File: config.mk
export PLATFORM = sky130hd
export DESIGN_NAME = load_store_unit_flat
export DESIGN_NICKNAME = d
export VERILOG_FILES = /design/src/rtl/lsu_if.sv /design/src/rtl/load_store_unit.sv /design/src/flat_wrapper.sv
export SDC_FILE = /design/constraint.sdc
export NUM_CORES = 1
export LEC_CHECK = 0
export CAP_MARGIN = 10
export CELL_PAD_IN_SITES_DETAIL_PLACEMENT = 1
export CELL_PAD_IN_SITES_GLOBAL_PLACEMENT = 2
export CORE_UTILIZATION = 25
export CTS_CLUSTER_SIZE = 28
export DETAILED_ROUTE_END_ITERATION = 7
export PLACE_DENSITY_LB_ADDON = 0.1
export SETUP_SLACK_MARGIN = 0.4
export SLEW_MARGIN = 20
export SYNTH_ARGS = -nofsm -noshare
export SYNTH_HDL_FRONTEND = slang
export SYNTH_SLANG_ARGS = --single-unit
File: constraint.sdc
create_clock -name clk -period 2.02 [get_ports clk]
set_input_delay 0.202 -clock clk [delete_from_list [all_inputs] [get_ports clk]]
set_output_delay 0.202 -clock clk [all_outputs]
set_load 0.005 [all_outputs]
File: src/rtl/lsu_if.sv
// Core/memory-side bundle for load_store_unit: request handshake, load result and word-memory port.
// The master side is the core plus data memory; the slave side is the LSU.
interface lsu_if #(
   parameter int N = 10
);
   logic        req;
   logic        we;
   logic [2:0]  funct3;
   logic [31:0] addr;
   logic [31:0] wdata;
   logic [31:0] rdata;
   logic        busy;
   logic        done;
   logic        misaligned;
   logic        fault;
   logic        mem_we;
   logic [N-1:0] mem_a;
   logic [31:0] mem_wd;
   logic [31:0] mem_rd;

   modport master (
      output req, we, funct3, addr, wdata, mem_rd,
      input  rdata, busy, done, misaligned, fault, mem_we, mem_a, mem_wd
   );

   modport slave (
      input  req, we, funct3, addr, wdata, mem_rd,
      output rdata, busy, done, misaligned, fault, mem_we, mem_a, mem_wd
   );
endinterface

File: src/rtl/load_store_unit.sv
// RV32I load/store front end for a 1-cycle synchronous word memory (sub-word stores via read-modify-write).
// Define LSU_MISALIGN_CHECK_EN to reject misaligned halfword/word accesses instead of forcing alignment.
module load_store_unit #(
   parameter int N = 10
) (
   input  logic  clk,
   input  logic  rst_n,
   lsu_if.slave  bus
);

   localparam logic [2:0] F3_B  = 3'b000;
   localparam logic [2:0] F3_H  = 3'b001;
   localparam logic [2:0] F3_W  = 3'b010;
   localparam logic [2:0] F3_BU = 3'b100;
   localparam logic [2:0] F3_HU = 3'b101;

   typedef enum logic [1:0] {
      IDLE      = 2'd0,
      LOAD_WAIT = 2'd1,
      RMW_WAIT  = 2'd2
   } state_t;

   state_t        state;
   logic [N+1:0]  addr_p1;
   logic [2:0]    funct3_p1;
   logic [15:0]   wdata_p1;
   logic          we_p1;
   logic [31:0]   rdata_q;
   logic          done_q;
   logic          misaligned_q;
   logic          fault_q;

   logic          illegal;
   logic          misal;
   logic          is_sw;
   logic          sw_go;
   logic          unused_addr_hi;

   // Little-endian lane extraction with sign or zero extension.
   function automatic logic [31:0] load_extend(input logic [31:0] word,
                                               input logic [1:0]  lane,
                                               input logic [2:0]  f3);
      logic [7:0]  b;
      logic [15:0] h;
      logic [31:0] r;
      case (lane)
         2'd0:    b = word[7:0];
         2'd1:    b = word[15:8];
         2'd2:    b = word[23:16];
         default: b = word[31:24];
      endcase
      h = lane[1] ? word[31:16] : word[15:0];
      case (f3)
         F3_B:    r = {{24{b[7]}}, b};
         F3_H:    r = {{16{h[15]}}, h};
         F3_BU:   r = {24'd0, b};
         F3_HU:   r = {16'd0, h};
         default: r = word;
      endcase
      return r;
   endfunction

   // Replace one byte or halfword lane of the old word; halfwords only look at lane[1].
   function automatic logic [31:0] store_merge(input logic [31:0] word,
                                               input logic [1:0]  lane,
                                               input logic [2:0]  f3,
                                               input logic [15:0] d);
      logic [31:0] r;
      r = word;
      if (f3 == F3_B) begin
         case (lane)
            2'd0:    r[7:0]   = d[7:0];
            2'd1:    r[15:8]  = d[7:0];
            2'd2:    r[23:16] = d[7:0];
            default: r[31:24] = d[7:0];
         endcase
      end else if (lane[1]) begin
         r[31:16] = d;
      end else begin
         r[15:0] = d;
      end
      return r;
   endfunction

   // Request decode against the live inputs; only meaningful in IDLE with req.
   always_comb begin
      illegal = 1'b0;
      if (bus.we) begin
         illegal = !(bus.funct3 inside {F3_B, F3_H, F3_W});
      end else begin
         illegal = !(bus.funct3 inside {F3_B, F3_H, F3_W, F3_BU, F3_HU});
      end
`ifdef LSU_MISALIGN_CHECK_EN
      misal = ((bus.funct3[1:0] == 2'b01) && bus.addr[0]) ||
              ((bus.funct3[1:0] == 2'b10) && (bus.addr[1:0] != 2'b00));
`else
      misal = 1'b0;
`endif
      is_sw = bus.we && (bus.funct3 == F3_W);
      sw_go = (state == IDLE) && bus.req && !illegal && !misal && is_sw;
   end

   // Memory port: SW writes straight through, sub-word stores write the merged word from RMW_WAIT.
   always_comb begin
      bus.mem_a  = (state == IDLE) ? bus.addr[N+1:2] : addr_p1[N+1:2];
      bus.mem_we = 1'b0;
      bus.mem_wd = bus.wdata;
      if (state == RMW_WAIT) begin
         bus.mem_we = we_p1;
         bus.mem_wd = store_merge(bus.mem_rd, addr_p1[1:0], funct3_p1, wdata_p1);
      end else if (sw_go) begin
         bus.mem_we = 1'b1;
      end
      if (!rst_n) begin
         bus.mem_we = 1'b0;
      end
   end

   always_ff @(posedge clk or negedge rst_n) begin
      if (!rst_n) begin
         state        <= IDLE;
         addr_p1      <= '0;
         funct3_p1    <= '0;
         wdata_p1     <= '0;
         we_p1        <= 1'b0;
         rdata_q      <= '0;
         done_q       <= 1'b0;
         misaligned_q <= 1'b0;
         fault_q      <= 1'b0;
      end else begin
         done_q       <= 1'b0;
         misaligned_q <= 1'b0;
         fault_q      <= 1'b0;
         case (state)
            IDLE: begin
               if (bus.req) begin
                  addr_p1   <= bus.addr[N+1:0];
                  funct3_p1 <= bus.funct3;
                  wdata_p1  <= bus.wdata[15:0];
                  we_p1     <= bus.we;
                  if (illegal) begin
                     fault_q <= 1'b1;
                     done_q  <= 1'b1;
                  end else if (misal) begin
                     misaligned_q <= 1'b1;
                     done_q       <= 1'b1;
                  end else if (is_sw) begin
                     done_q <= 1'b1;
                  end else if (!bus.we) begin
                     state <= LOAD_WAIT;
                  end else begin
                     state <= RMW_WAIT;
                  end
               end
            end
            // Memory read data for the latched address is valid in this cycle.
            LOAD_WAIT: begin
               rdata_q <= load_extend(bus.mem_rd, addr_p1[1:0], funct3_p1);
               done_q  <= 1'b1;
               state   <= IDLE;
            end
            RMW_WAIT: begin
               done_q <= 1'b1;
               state  <= IDLE;
            end
            default: state <= IDLE;
         endcase
      end
   end

   assign bus.rdata      = rdata_q;
   assign bus.done       = done_q;
   assign bus.misaligned = misaligned_q;
   assign bus.fault      = fault_q;
   assign bus.busy       = (state != IDLE);

   // Address bits above the memory size wrap by design.
   assign unused_addr_hi = ^bus.addr[31:N+2];

endmodule

File: src/flat_wrapper.sv
// flat-port wrapper written by rule: the top's interface ports become plain ports
module load_store_unit_flat 
#(
   parameter int N = 10
)
  (clk, rst_n, bus_req, bus_we, bus_funct3, bus_addr, bus_wdata, bus_mem_rd, bus_rdata, bus_busy, bus_done, bus_misaligned, bus_fault, bus_mem_we, bus_mem_a, bus_mem_wd);
  lsu_if #(.N(N)) bus_i ();
  input  logic clk;
  input  logic rst_n;
  input wire logic [$bits(bus_i.req)-1:0] bus_req;
  input wire logic [$bits(bus_i.we)-1:0] bus_we;
  input wire logic [$bits(bus_i.funct3)-1:0] bus_funct3;
  input wire logic [$bits(bus_i.addr)-1:0] bus_addr;
  input wire logic [$bits(bus_i.wdata)-1:0] bus_wdata;
  input wire logic [$bits(bus_i.mem_rd)-1:0] bus_mem_rd;
  output wire logic [$bits(bus_i.rdata)-1:0] bus_rdata;
  output wire logic [$bits(bus_i.busy)-1:0] bus_busy;
  output wire logic [$bits(bus_i.done)-1:0] bus_done;
  output wire logic [$bits(bus_i.misaligned)-1:0] bus_misaligned;
  output wire logic [$bits(bus_i.fault)-1:0] bus_fault;
  output wire logic [$bits(bus_i.mem_we)-1:0] bus_mem_we;
  output wire logic [$bits(bus_i.mem_a)-1:0] bus_mem_a;
  output wire logic [$bits(bus_i.mem_wd)-1:0] bus_mem_wd;
  assign bus_i.req = bus_req;
  assign bus_i.we = bus_we;
  assign bus_i.funct3 = bus_funct3;
  assign bus_i.addr = bus_addr;
  assign bus_i.wdata = bus_wdata;
  assign bus_i.mem_rd = bus_mem_rd;
  assign bus_rdata = bus_i.rdata;
  assign bus_busy = bus_i.busy;
  assign bus_done = bus_i.done;
  assign bus_misaligned = bus_i.misaligned;
  assign bus_fault = bus_i.fault;
  assign bus_mem_we = bus_i.mem_we;
  assign bus_mem_a = bus_i.mem_a;
  assign bus_mem_wd = bus_i.mem_wd;
  load_store_unit #(.N(N)) u_core (.clk(clk), .rst_n(rst_n), .bus(bus_i));
endmodule
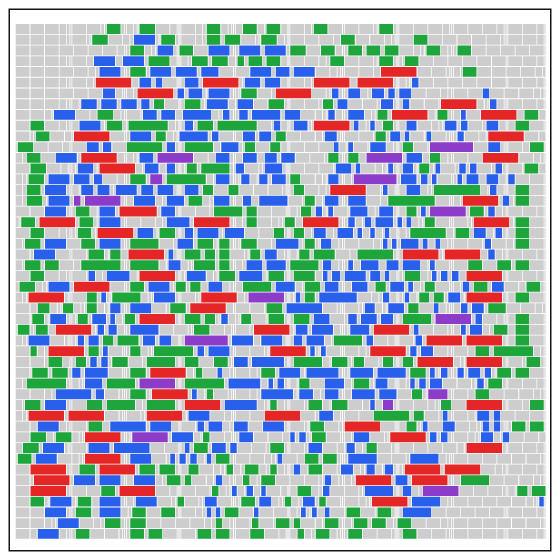
Figure 1: placement by cell class.
Fill, decap, tap and diode cells in grey.
legend:
  remaining buffers and delay cells:
    colour: green
    cells: 293
    share_of_their_area: 36%
  clock drivers and dummy loads:
    colour: purple
    cells: 16
    share_of_their_area: 4.0%
  registers:
    colour: red
    cells: 68
    share_of_their_area: 20%
  remaining logic cells:
    colour: blue
    cells: 371
    share_of_their_area: 40%

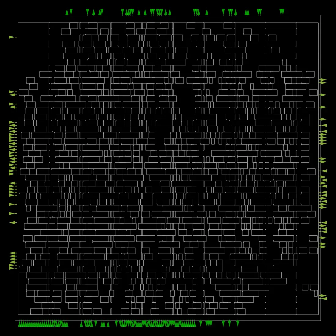
Figure 2: cell outlines without signal wires.
fillers: 1,843
Tap Cells: 225
flop count: 68
Final Non-Filler Cells: 973

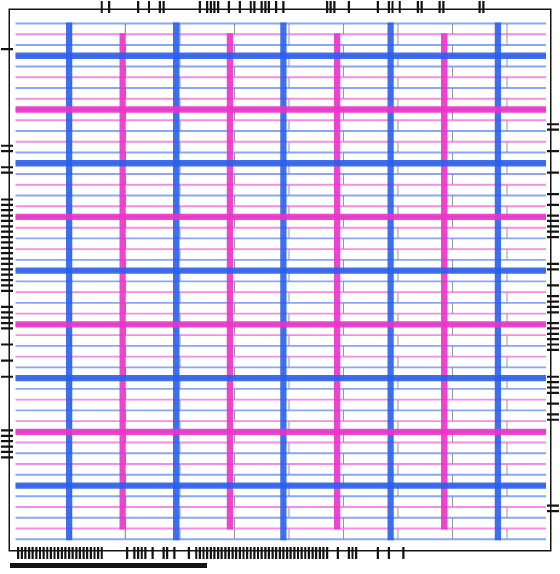
Figure 3: PDN straps and rails.
The bar under the picture is 50 um long. Pins as bars on the die edge. Tap cells in grey.
legend:
  VSS:
    colour: blue
  VDD:
    colour: magenta
met1 rails: 49
met5 straps: 9
Die Ht: 136.7 um
die width: 136.7 um
Worst VDD drop: 0.9332 mV

==> qor.csv <==
metric,value,unit
crit_path_end_kind,output pin,
finClkSkew,6.049,ps
yosys_cells,480,
track_usage,0.2346,
final_util,0.5138,
simple_gate_share,0.1415,
layout_top_cell,clkdlybuf4s50_1,
cp.arrival,2030,ps
cts_max_path_buffers,2,
ant_nets,0,
mux_area_frac,0.2614,
routabilityCongestion,0.7644,
hold_viol_final,0,
ctsHoldBuffers,1,
antenna_found_initial,0,
largest_class,multi-input combinational cells,
postCtsSetupRepairBufs,41,
buf_share,0.3523,
buffers,293,
fin_ws,-210.8,ps
grt.overflow.total,0,
wl,21.69,mm
hold_path_end,u_core.we_p1,
yosys.area.top_type,dfrtp_1,
cp_slowest_cell,or3_4,
r2r_start,u_core.addr_p1[0],
routedWlPerCell,22.29,um
cap_violations,0,
max_stage_delay,480,ps
edf_count,0,
grt_use_met1,0.2922,
seqPwrFrac,0.184,
p_total,14370,uW
grt_max_degree,69,
busiest_layer,met2,
logic_family,multiplexers,
endpoint,bus_mem_wd[29],
netlist_area,0.004537,sq mm
met1Wirelength,9.109,mm
fp_util,0.2587,
combPwrFrac,0.683,
final_net_count,850,
num_antenna_cells,0,
fin_crit_sh,1.104,
logic_gates,366,
numSynthFlops,68,
clockPowerShare,0.133,
drive_gt1_frac,0.5174,
dp_hpwl,13.65,mm
nClkBuffers,10,
use_met2,0.4075,
synth_chip_area,0.004537,sq mm
top_layer,met4,
cts_tree,yes,
placed_cells,892,
clock-sinks,68,
inv_count,5,
groute.layer.met3.usage,0.04333,
xor_area_frac,0,
yosysSeqAreaShare,0.3751,
yosys_most_used_dff,dfrtp_1,
p_sw,5341,uW
critical_path_class,reg2out,
clkLatencyLatePin,350,ps
warning_count,52,
place_ws,-303.4,ps
postPlaceCellArea,0.006872,sq mm
whs,345.2,ps
cp_cell_sequence,or3_4 -> buf_12 -> a211oi_4 -> a21oi_2 -> mux2_4 -> buf_6,
cp-startpoint,u_core.funct3_p1[2],
failed_checks,setup timing,
synth_cells,480,
ys_top_cells_by_area,"dfrtp_1, mux2_2, mux2i_1, a21oi_1, nand2_1",
swShare,0.3717,
io_pins,182,
cts.repair.resized,398,
cp.depth,6,
netlist-cell-type-count,41,
design_area,0.009010,sq mm
status,"finished, violations left",
drv_slew,0,
setup_viol,30,
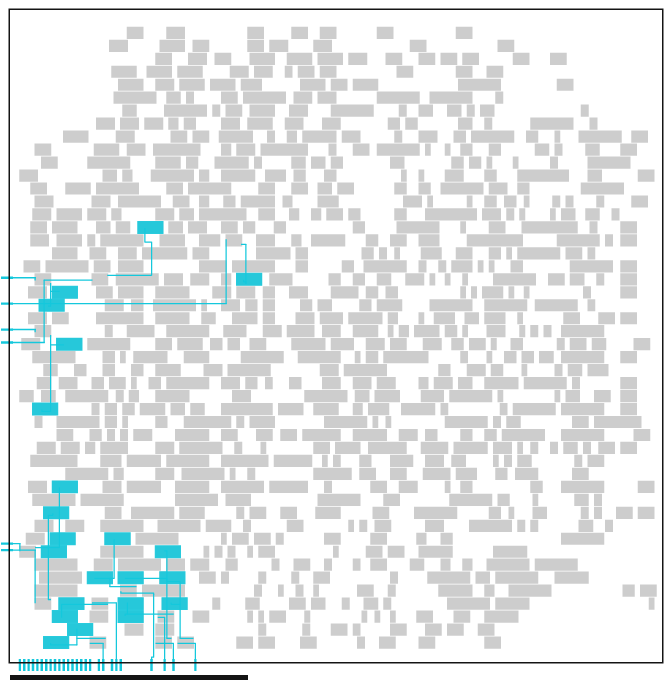
Figure 4: wires at chosen ports, followed through buffers.
The bar under the picture is 50 um long.
legend:
  bus_addr:
    colour: cyan
    bits: 32
    direction: input
    edge: 26 bottom, 6 left
    end_cells: 22
    buffers: 12
    wire: 392 um

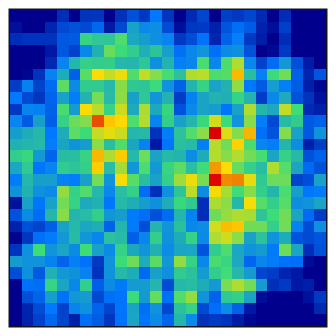
Figure 5: wire density map.
27 x 27 tiles, from dark blue (low) to red (high), scaled to the fullest tile. Values are wire area over tile area, all layers added.
tiles over half the peak: 18%
fullest tile: 0.56
nearly empty tiles: 8.2%
mean over tiles: 0.18
emptiest ninth of the die: upper right

## flip-flops by register name (all words and copies together) (netlist names)
| name | cells |
|---|---|
| u_core.addr_p1 | 12 |
| u_core.bus.done | 1 |
| u_core.bus.fault | 1 |
| u_core.bus.rdata | 32 |
| u_core.funct3_p1 | 3 |
| u_core.state | 2 |
| u_core.wdata_p1 | 16 |
| u_core.we_p1 | 1 |
## power groups by stage
stage	registers [uW]	logic [uW]	clock network, uW
after global placement	2540	5970	0
after detailed placement	2560	6060	0
final	2650	9820	1900
after CTS	2600	8860	1940
after floorplan	2440	3280	0
after global routing	2720	10400	2000
## cells by family after synthesis
| family | count (synthesis) |
|---|---|
| flops | 68 |
| simple gates | 132 |
| mux | 109 |
| buf+inv | 47 |
| other cells | 1 |
| fa+ha+maj | 4 |
| compound gates | 119 |
Power and IR drop assume default switching activity.
